--- src/rtl/laser_search_ctrl.sv ---
// Two-circle coverage search controller: alternately sweeps each circle over a 16x16 grid
// against an external evaluator and keeps the best-covering position per pass.
module laser_search_ctrl #(
  parameter int unsigned MAX_ITER = 8
) (
  input  logic       CLK,
  input  logic       RST,
  input  logic       start,
  output logic       cand_valid,
  input  logic       cand_ready,
  output logic [3:0] cand_x,
  output logic [3:0] cand_y,
  output logic [3:0] fix_x,
  output logic [3:0] fix_y,
  input  logic       res_valid,
  input  logic [5:0] res_cnt,
  output logic [3:0] C1X,
  output logic [3:0] C1Y,
  output logic [3:0] C2X,
  output logic [3:0] C2Y,
  output logic [5:0] best_cnt,
  output logic       busy,
  output logic       DONE
);

  localparam int unsigned PASS_MAX = 2 * MAX_ITER;
  localparam int unsigned PASS_W   = $clog2(PASS_MAX + 1);
  localparam int unsigned CNT_W    = 6;
  localparam logic [CNT_W-1:0] CNT_CAP = CNT_W'(40);

  localparam logic [2:0] S_IDLE   = 3'd0;
  localparam logic [2:0] S_INIT   = 3'd1;
  localparam logic [2:0] S_ISSUE  = 3'd2;
  localparam logic [2:0] S_WAIT   = 3'd3;
  localparam logic [2:0] S_COMMIT = 3'd4;
  localparam logic [2:0] S_FIN    = 3'd5;

  logic [2:0]        state_q, state_d;
  logic [3:0]        c1x_q, c1y_q, c2x_q, c2y_q, c1x_d, c1y_d, c2x_d, c2y_d;
  logic [3:0]        fix_x_q, fix_y_q, fix_x_d, fix_y_d;
  logic [3:0]        pb_x_q, pb_y_q, pb_x_d, pb_y_d;
  logic [CNT_W-1:0]  best_q, best_d, pb_cnt_q, pb_cnt_d;
  logic [PASS_W-1:0] pass_q, pass_d;
  logic [1:0]        noimp_q, noimp_d;
  logic              mov_q, mov_d;
  logic [7:0]        ras_q, ras_d;
  logic              cand_valid_q, cand_valid_d, busy_q, busy_d, done_q, done_d;
  logic [CNT_W-1:0]  cnt_c;

  assign cnt_c = (res_cnt > CNT_CAP) ? CNT_CAP : res_cnt;

  // Next-state and datapath update
  always_comb begin
    state_d  = state_q;
    c1x_d    = c1x_q;
    c1y_d    = c1y_q;
    c2x_d    = c2x_q;
    c2y_d    = c2y_q;
    fix_x_d  = fix_x_q;
    fix_y_d  = fix_y_q;
    pb_x_d   = pb_x_q;
    pb_y_d   = pb_y_q;
    best_d   = best_q;
    pb_cnt_d = pb_cnt_q;
    pass_d   = pass_q;
    noimp_d  = noimp_q;
    mov_d    = mov_q;
    ras_d    = ras_q;
    case (state_q)
      S_IDLE: begin
        if (start) state_d = S_INIT;
      end
      S_INIT: begin
        c1x_d    = 4'd0;
        c1y_d    = 4'd0;
        c2x_d    = 4'd15;
        c2y_d    = 4'd15;
        fix_x_d  = 4'd15;
        fix_y_d  = 4'd15;
        pb_x_d   = 4'd0;
        pb_y_d   = 4'd0;
        best_d   = '0;
        pb_cnt_d = '0;
        pass_d   = '0;
        noimp_d  = 2'd0;
        mov_d    = 1'b0;
        ras_d    = 8'd0;
        state_d  = S_ISSUE;
      end
      S_ISSUE: begin
        if (cand_valid_q && cand_ready) state_d = S_WAIT;
      end
      S_WAIT: begin
        if (res_valid) begin
          if (cnt_c > pb_cnt_q) begin
            pb_cnt_d = cnt_c;
            pb_x_d   = ras_q[3:0];
            pb_y_d   = ras_q[7:4];
          end
          if (ras_q == 8'hFF) begin
            state_d = S_COMMIT;
          end else begin
            ras_d   = ras_q + 8'd1;
            state_d = S_ISSUE;
          end
        end
      end
      S_COMMIT: begin
        if (!mov_q) begin
          c1x_d = pb_x_q;
          c1y_d = pb_y_q;
        end else begin
          c2x_d = pb_x_q;
          c2y_d = pb_y_q;
        end
        best_d  = pb_cnt_q;
        noimp_d = (pb_cnt_q > best_q) ? 2'd0 : noimp_q + 2'd1;
        pass_d  = pass_q + PASS_W'(1);
        mov_d   = ~mov_q;
        // The circle just committed becomes fixed; the other starts the next pass as pass-best.
        fix_x_d = pb_x_q;
        fix_y_d = pb_y_q;
        pb_x_d  = fix_x_q;
        pb_y_d  = fix_y_q;
        ras_d   = 8'd0;
        if (noimp_d == 2'd2 || pass_d == PASS_W'(PASS_MAX)) state_d = S_FIN;
        else                                              state_d = S_ISSUE;
      end
      S_FIN: begin
        state_d = S_IDLE;
      end
      default: state_d = S_IDLE;
    endcase
    cand_valid_d = (state_d == S_ISSUE);
    busy_d       = (state_d != S_IDLE);
    done_d       = (state_d == S_FIN);
  end

  always_ff @(posedge CLK) begin
    if (RST) begin
      state_q      <= S_IDLE;
      c1x_q        <= '0;
      c1y_q        <= '0;
      c2x_q        <= '0;
      c2y_q        <= '0;
      fix_x_q      <= '0;
      fix_y_q      <= '0;
      pb_x_q       <= '0;
      pb_y_q       <= '0;
      best_q       <= '0;
      pb_cnt_q     <= '0;
      pass_q       <= '0;
      noimp_q      <= '0;
      mov_q        <= 1'b0;
      ras_q        <= '0;
      cand_valid_q <= 1'b0;
      busy_q       <= 1'b0;
      done_q       <= 1'b0;
    end else begin
      state_q      <= state_d;
      c1x_q        <= c1x_d;
      c1y_q        <= c1y_d;
      c2x_q        <= c2x_d;
      c2y_q        <= c2y_d;
      fix_x_q      <= fix_x_d;
      fix_y_q      <= fix_y_d;
      pb_x_q       <= pb_x_d;
      pb_y_q       <= pb_y_d;
      best_q       <= best_d;
      pb_cnt_q     <= pb_cnt_d;
      pass_q       <= pass_d;
      noimp_q      <= noimp_d;
      mov_q        <= mov_d;
      ras_q        <= ras_d;
      cand_valid_q <= cand_valid_d;
      busy_q       <= busy_d;
      done_q       <= done_d;
    end
  end

  assign cand_valid = cand_valid_q;
  assign cand_x     = ras_q[3:0];
  assign cand_y     = ras_q[7:4];
  assign fix_x      = fix_x_q;
  assign fix_y      = fix_y_q;
  assign C1X        = c1x_q;
  assign C1Y        = c1y_q;
  assign C2X        = c2x_q;
  assign C2Y        = c2y_q;
  assign best_cnt   = best_q;
  assign busy       = busy_q;
  assign DONE       = done_q;

endmodule

--- config.mk ---
export PLATFORM = sky130hd
export DESIGN_NAME = laser_search_ctrl
export DESIGN_NICKNAME = d
export VERILOG_FILES = /design/src/rtl/laser_search_ctrl.sv
export SDC_FILE = /design/constraint.sdc
export NUM_CORES = 1
export LEC_CHECK = 0
export ABC_AREA = 0
export ABC_CLOCK_PERIOD_IN_PS = 2800
export CAP_MARGIN = 5
export CORE_MARGIN = 4
export CORE_UTILIZATION = 35
export DETAILED_ROUTE_END_ITERATION = 12
export GPL_TIMING_DRIVEN = 0
export PLACE_DENSITY = 0.61
export SETUP_SLACK_MARGIN = 0.2
export SLEW_MARGIN = 20
export SYNTH_ARGS = -nofsm -noshare
export SYNTH_HDL_FRONTEND = slang
export SYNTH_SLANG_ARGS = --single-unit
--- constraint.sdc ---
create_clock -name CLK -period 2.8 [get_ports CLK]
set_input_delay 0.84 -clock CLK [delete_from_list [all_inputs] [get_ports CLK]]
set_output_delay 0.84 -clock CLK [all_outputs]
set_load 0.02 [all_outputs]
Run 1, PDN straps and rails:
Pins as bars on the die edge.
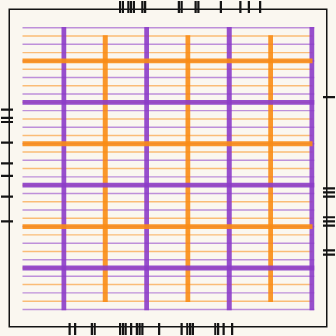
Key: VSS = purple; VDD = orange
6 straps on met5. 7 straps on met4.
Peak supply drop: 0.000230 V
chip width: 104 um
die height: 104 um

Run 1, cell classes on the final placement:
Scale bar: 20 um.
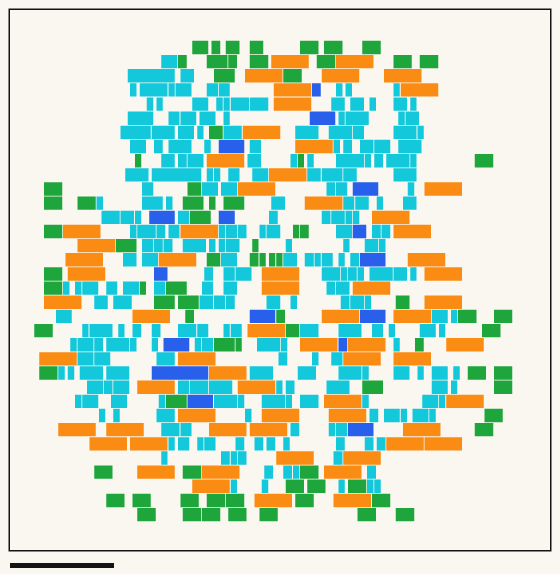
Key: clock drivers and dummy loads = blue [cells 16]; flops = orange [cells 66]; other buffers and delay cells = green [cells 83]; combinational and other logic = cyan [cells 268]

==> run_results.csv, run 1 <==
group,metric,value,unit
routing,dr.first_iter.drc_count,173,
final_timing,rsz0062_at_grt,"true",
place,post-place-ws,-0.601,ns
clock_tree,cts_tree,"yes",
synth,avgSynthCellArea,8.96,sq um
synth,ys_types,55,
clock_tree,cts_root_buffer,"clkbuf_8",
cells_and_area,area_growth,30.6,%
final_timing,relSlewSlack,0.553,
hold_path,hp-class,"flip-flop to flip-flop",
synth,ys_warn_count,0,
pwr,switchingPower,0.603,mW
synth,edf_count,0,
routing,drt-pass1-iter-count,7,
floorplanning,initCoreUtil,0.364,
worst_setup_path,path_cells,"buf_6 -> o31a_1 -> o21ai_2 -> and2_1 -> ha_1 -> nand4_1 -> or2_4 -> o311ai_4 -> buf_6 -> buf_6 -> a222oi_1 -> a211oi_2",
routing,postRouteAntennaNets,0,
global_route,grt_util_all_layers,0.164,
cells_and_area,stdcell_count,541,
final_timing,fin_tns_setup,0,ns
final_timing,hold_viol,0,
synth,yosys-stat-cells,358,
floorplanning,core_area,8810,sq um
place,port_buffers,51,
synth,top_area_cell,"dfxtp_1",
worst_setup_path,rr_worst_depth,9,
cells_and_area,dominant_cells,"multi-input combinational cells",
cells_and_area,final_cell_mix,"dfxtp_1 (66), clkdlybuf4s50_1 (45), nor2_1 (43)",
clock_tree,hold_buffers,0,
final_timing,fin_crit_sh,0.934,
flow_run,drv_cap,0,
pwr,sw_frac_of_total,0.279,
final_timing,worst_pin_slew,0.671,ns
routing,drc,0,
pwr,power_frac_comb,0.151,
clock_tree,clock-sinks,66,
cells_and_area,final_nets,453,
cells_and_area,seq_cells,66,
cells_and_area,final_layout_size_suffix_gt1_frac,0.166,
global_route,antenna_found_initial,0,
clock_tree,clk_latency,0.35,ns
worst_setup_path,path_common_cell,"buf_6",
pwr,p_per_area,515,nW/um^2
worst_setup_path,r2r-end,"pb_y_q[1]$_SDFFE_PP0P_",
final_timing,finalWorstSetupSlack,0.186,ns
global_route,gr-total-overflow,0,
routing,vias,2915,
floorplanning,ioPinCount,52,
synth,synth.area.top_cells,"dfxtp_1 (41%), ha_1 (5.5%), nor2_1 (5.0%)",
floorplanning,tapCellCount,108,
cells_and_area,comb_area_frac,0.411,
place,dpl.cell_count,517,
worst_setup_path,cp_data_arrival_time,2.83,ns
status,outcome,"completed",
routing,wl_per_cell,16.1,um
synth,xor_share,0.0191,
worst_setup_path,crit_path_start_kind,"input port",
final_timing,clock-skew-final,0.0113,ns
floorplanning,chipArea,10800,sq um
cells_and_area,seq_share,0.315,
synth,topCombFamilyByArea,"AND-OR/OR-AND gates",
cells_and_area,fillers,840,
Run 1, clock distribution:
Scale bar: 20 um.
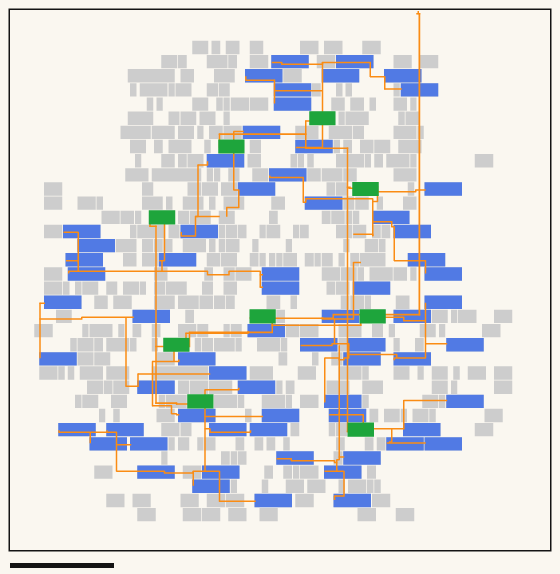
Key: clock wires = orange [length 916 um]; clock drivers = green [count 9]; flip-flops = blue [count 66]
There are 10 routed clock nets.
clock group power: 0.825 mW
Clock power frac: 0.382

[run 1: repair_timing]
action	4_1_cts	5_1_grt
resized	31	8
pin swaps	19	15
setup endpoints to repair	14	11
buffers inserted	6	2
[run 1: stage by stage]
| step | utilization | hold WS [ns] | instance area [sq um] | total power [mW] |
|---|---|---|---|---|
| after floorplan | - | 0.444 | 3220 | 1.22 |
| final | 0.476 | 0.457 | 4190 | 2.16 |
| after CTS | 0.474 | 0.458 | 4170 | 2.17 |
| after global routing | 0.476 | 0.484 | 4190 | 2.24 |
| after detailed placement | 0.439 | 0.450 | 3860 | 1.33 |
| after global placement | 0.439 | 0.443 | 3860 | 1.33 |
[run 1: registers in the layout, indices dropped and copies added (netlist names)]
name	count
best_cnt	6
ras_q	8
fix_y	4
cand_valid	1
pass_q	5
busy	1
pb_y_q	4
C2Y	4
pb_x_q	4
C1Y	4
noimp_q	2
C2X	4
DONE	1
pb_cnt_q	6
C1X	4
state_q	3
fix_x	4
mov_q	1
[run 1: layer usage]
| metal | global-route usage | vias to the layer above | wire length [um] |
|---|---|---|---|
| li1 | - | 1444 | - |
| met1 | 0.222 | 1370 | 4140 |
| met2 | 0.256 | 87 | 3930 |
| met3 | 0.0342 | 14 | 449 |
| met4 | 0.0636 | 0 | 188 |
| met5 | 0 | - | 0 |
[run 1: power by group through the flow]
stage	clock network, mW	registers (mW)	logic [mW]
2_1_floorplan	0	1.05	0.166
3_3_place_gp	0	1.03	0.302
3_5_place_dp	0	1.03	0.306
4_1_cts	0.839	1.01	0.320
5_1_grt	0.878	1.01	0.354
6_report	0.825	1.01	0.327
[run 1: critical path: cells and delay by family]
kind | cells | cell delay (ns)
AND-OR/OR-AND | 5 | 0.96
adder cells (fa/ha/maj) | 1 | 0.23
buffers and inverters | 3 | 0.35
AND/OR/NAND/NOR | 3 | 0.45
Run 1, the clock network:
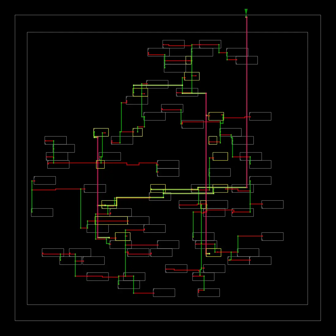

==> run 2: changes to the inputs <==
--- a/config.mk
+++ b/config.mk
@@ -8,11 +8,13 @@
 export ABC_AREA = 0
 export ABC_CLOCK_PERIOD_IN_PS = 2800
 export CAP_MARGIN = 5
+export CELL_PAD_IN_SITES_DETAIL_PLACEMENT = 0
+export CELL_PAD_IN_SITES_GLOBAL_PLACEMENT = 1
 export CORE_MARGIN = 4
-export CORE_UTILIZATION = 35
+export CORE_UTILIZATION = 36
 export DETAILED_ROUTE_END_ITERATION = 12
 export GPL_TIMING_DRIVEN = 0
-export PLACE_DENSITY = 0.61
+export PLACE_DENSITY = 0.78
 export SETUP_SLACK_MARGIN = 0.2
 export SLEW_MARGIN = 20
 export SYNTH_ARGS = -nofsm -noshare
Run 2, the clock network:
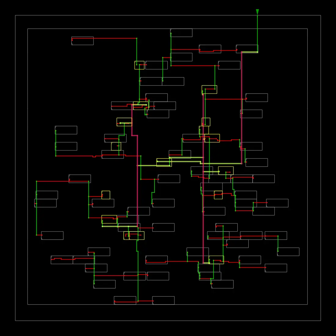
Worst Skew: 0.00789 ns
CTS sink count: 66
clock group power: 0.740 mW
Clock buffer cells: 9
flip-flops: 66

Run 2, metal layers overlaid:
Only two layers are drawn.
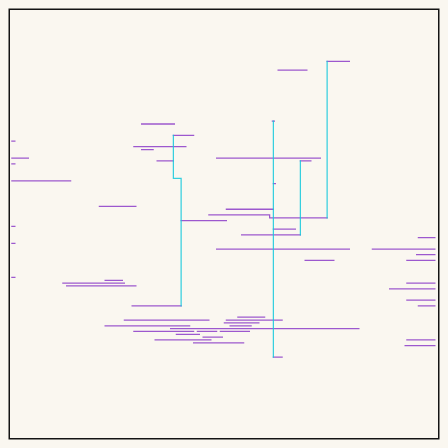
Key: metal 3 = purple [wire length 512 um]; metal 4 = cyan [wire length 154 um]
WL/cell: 16.1 um
Post-Route WL: 8700 um
Via Count: 2940

Run 2, clock distribution:
Scale bar: 20 um.
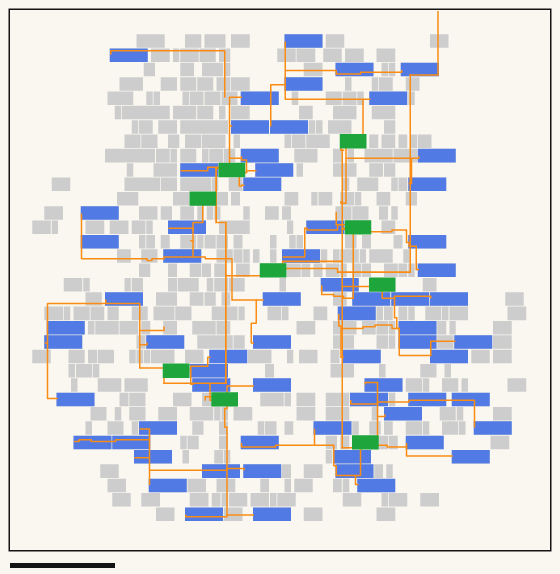
Key: flip-flops = blue [count 66]; clock drivers = green [count 9]; clock wires = orange [length 915 um]
There are 10 routed clock nets.

==> run_results.csv, run 2 <==
group,metric,value,unit
final_timing,relSlewSlack,0.565,
cells_and_area,final_layout_size_suffix_gt1_frac,0.169,
cells_and_area,final_cell_mix,"dfxtp_1 (66), clkdlybuf4s50_1 (45), nor2_1 (43)",
place,dpl.cell_count,517,
synth,top_area_cell,"dfxtp_1",
final_timing,rsz0062_at_grt,"true",
worst_setup_path,path_cells,"buf_8 -> o31a_1 -> o21ai_2 -> and2_4 -> ha_4 -> nand4_1 -> a21oi_2 -> o311ai_4 -> buf_4 -> and2_4 -> buf_8 -> a211oi_2",
hold_path,hp-class,"flip-flop to flip-flop",
cells_and_area,area_growth,30.7,%
routing,postRouteAntennaNets,0,
routing,drc,0,
global_route,grt_util_all_layers,0.172,
worst_setup_path,rr_worst_depth,9,
synth,avgSynthCellArea,8.96,sq um
worst_setup_path,crit_path_start_kind,"input port",
routing,drt-pass1-iter-count,5,
synth,ys_types,55,
floorplanning,core_area,8680,sq um
synth,yosys-stat-cells,358,
worst_setup_path,crit_buf_inv,3,
worst_setup_path,cp_num_cells,12,
synth,synth.area.top_cells,"dfxtp_1 (41%), ha_1 (5.5%), nor2_1 (5.0%)",
flow_run,drv_cap,0,
final_timing,fin_crit_sh,0.915,
clock_tree,cts_root_buffer,"clkbuf_8",
floorplanning,dieWidth,102,um
clock_tree,cts_tree,"yes",
pwr,irDropWorstVdd,0.000211,V
worst_setup_path,cp_data_arrival_time,2.77,ns
final_timing,worst_pin_slew,0.653,ns
routing,dr.first_iter.drc_count,146,
floorplanning,chipArea,10500,sq um
status,outcome,"completed",
pwr,power,2.08,mW
clock_tree,clk_latency,0.35,ns
synth,edf_count,0,
place,post-place-ws,-0.667,ns
cells_and_area,top_register,"ras_q",
final_timing,finalWorstSetupSlack,0.238,ns
pwr,p_per_area,495,nW/um^2
worst_setup_path,r2r-end,"pb_y_q[0]$_SDFFE_PP0P_",
worst_setup_path,cp_top_family,"AND-OR/OR-AND gates",
global_route,gr-total-overflow,0,
clock_tree,hold_buffers,0,
floorplanning,ioPinCount,52,
-- run 2: what timing repair did --
item                                    in CTS  in global routing
gates resized                               21                 18
pin swaps                                   13                 15
endpoints found under the setup margin      14                 14
buffers inserted                             3                  3
hold endpoints to repair                     0                  0
-- run 2: layout make-up --
type                    count  area, sq um
repair buffers             57          561
flip-flops and latches     66         1320
well taps                 108          135
inverters                  23         86.3
fillers                   849         4480
clock inverters             7         53.8
clock buffers               9          124
multi-input cells         245         1760
plain buffers              24          156
-- run 2: per-layer routing --
layer | GRT usage | routed length (um) | vias to the layer above
li1 | - | - | 1439
met1 | 0.232 | 4020 | 1399
met2 | 0.269 | 4010 | 89
met3 | 0.0328 | 511 | 13
met4 | 0.0686 | 154 | 0
met5 | 0 | 0 | -
-- run 2: metrics by stage --
stage / utilization / hold WS [ns] / instance area [sq um]
3_3_place_gp: 0.445 / 0.442 / 3860
3_5_place_dp: 0.445 / 0.446 / 3860
4_1_cts: 0.470 / 0.458 / 4080
2_1_floorplan: - / 0.444 / 3220
6_report: 0.483 / 0.455 / 4190
5_1_grt: 0.483 / 0.476 / 4190
-- run 2: logic make-up after synthesis --
logic type / count (synthesis) / synth area share
AOI/OAI and AO/OA: 98 / 0.240
adders and majority gates: 14 / 0.0546
xor gates and xnor gates: 7 / 0.0191
muxes: 4 / 0.0125
buffers and inverters: 47 / 0.0725
and+or+nand+nor: 122 / 0.190
DFF: 66 / 0.412
-- run 2: where the power goes --
part           internal (mW)  switching (mW)  total (mW)
clock network          0.327           0.413       0.740
registers              0.976          0.0293        1.01
logic                  0.148           0.184       0.332
total                   1.45           0.627        2.08
Power figures rest on the tool's default switching activity, not on a simulated workload.
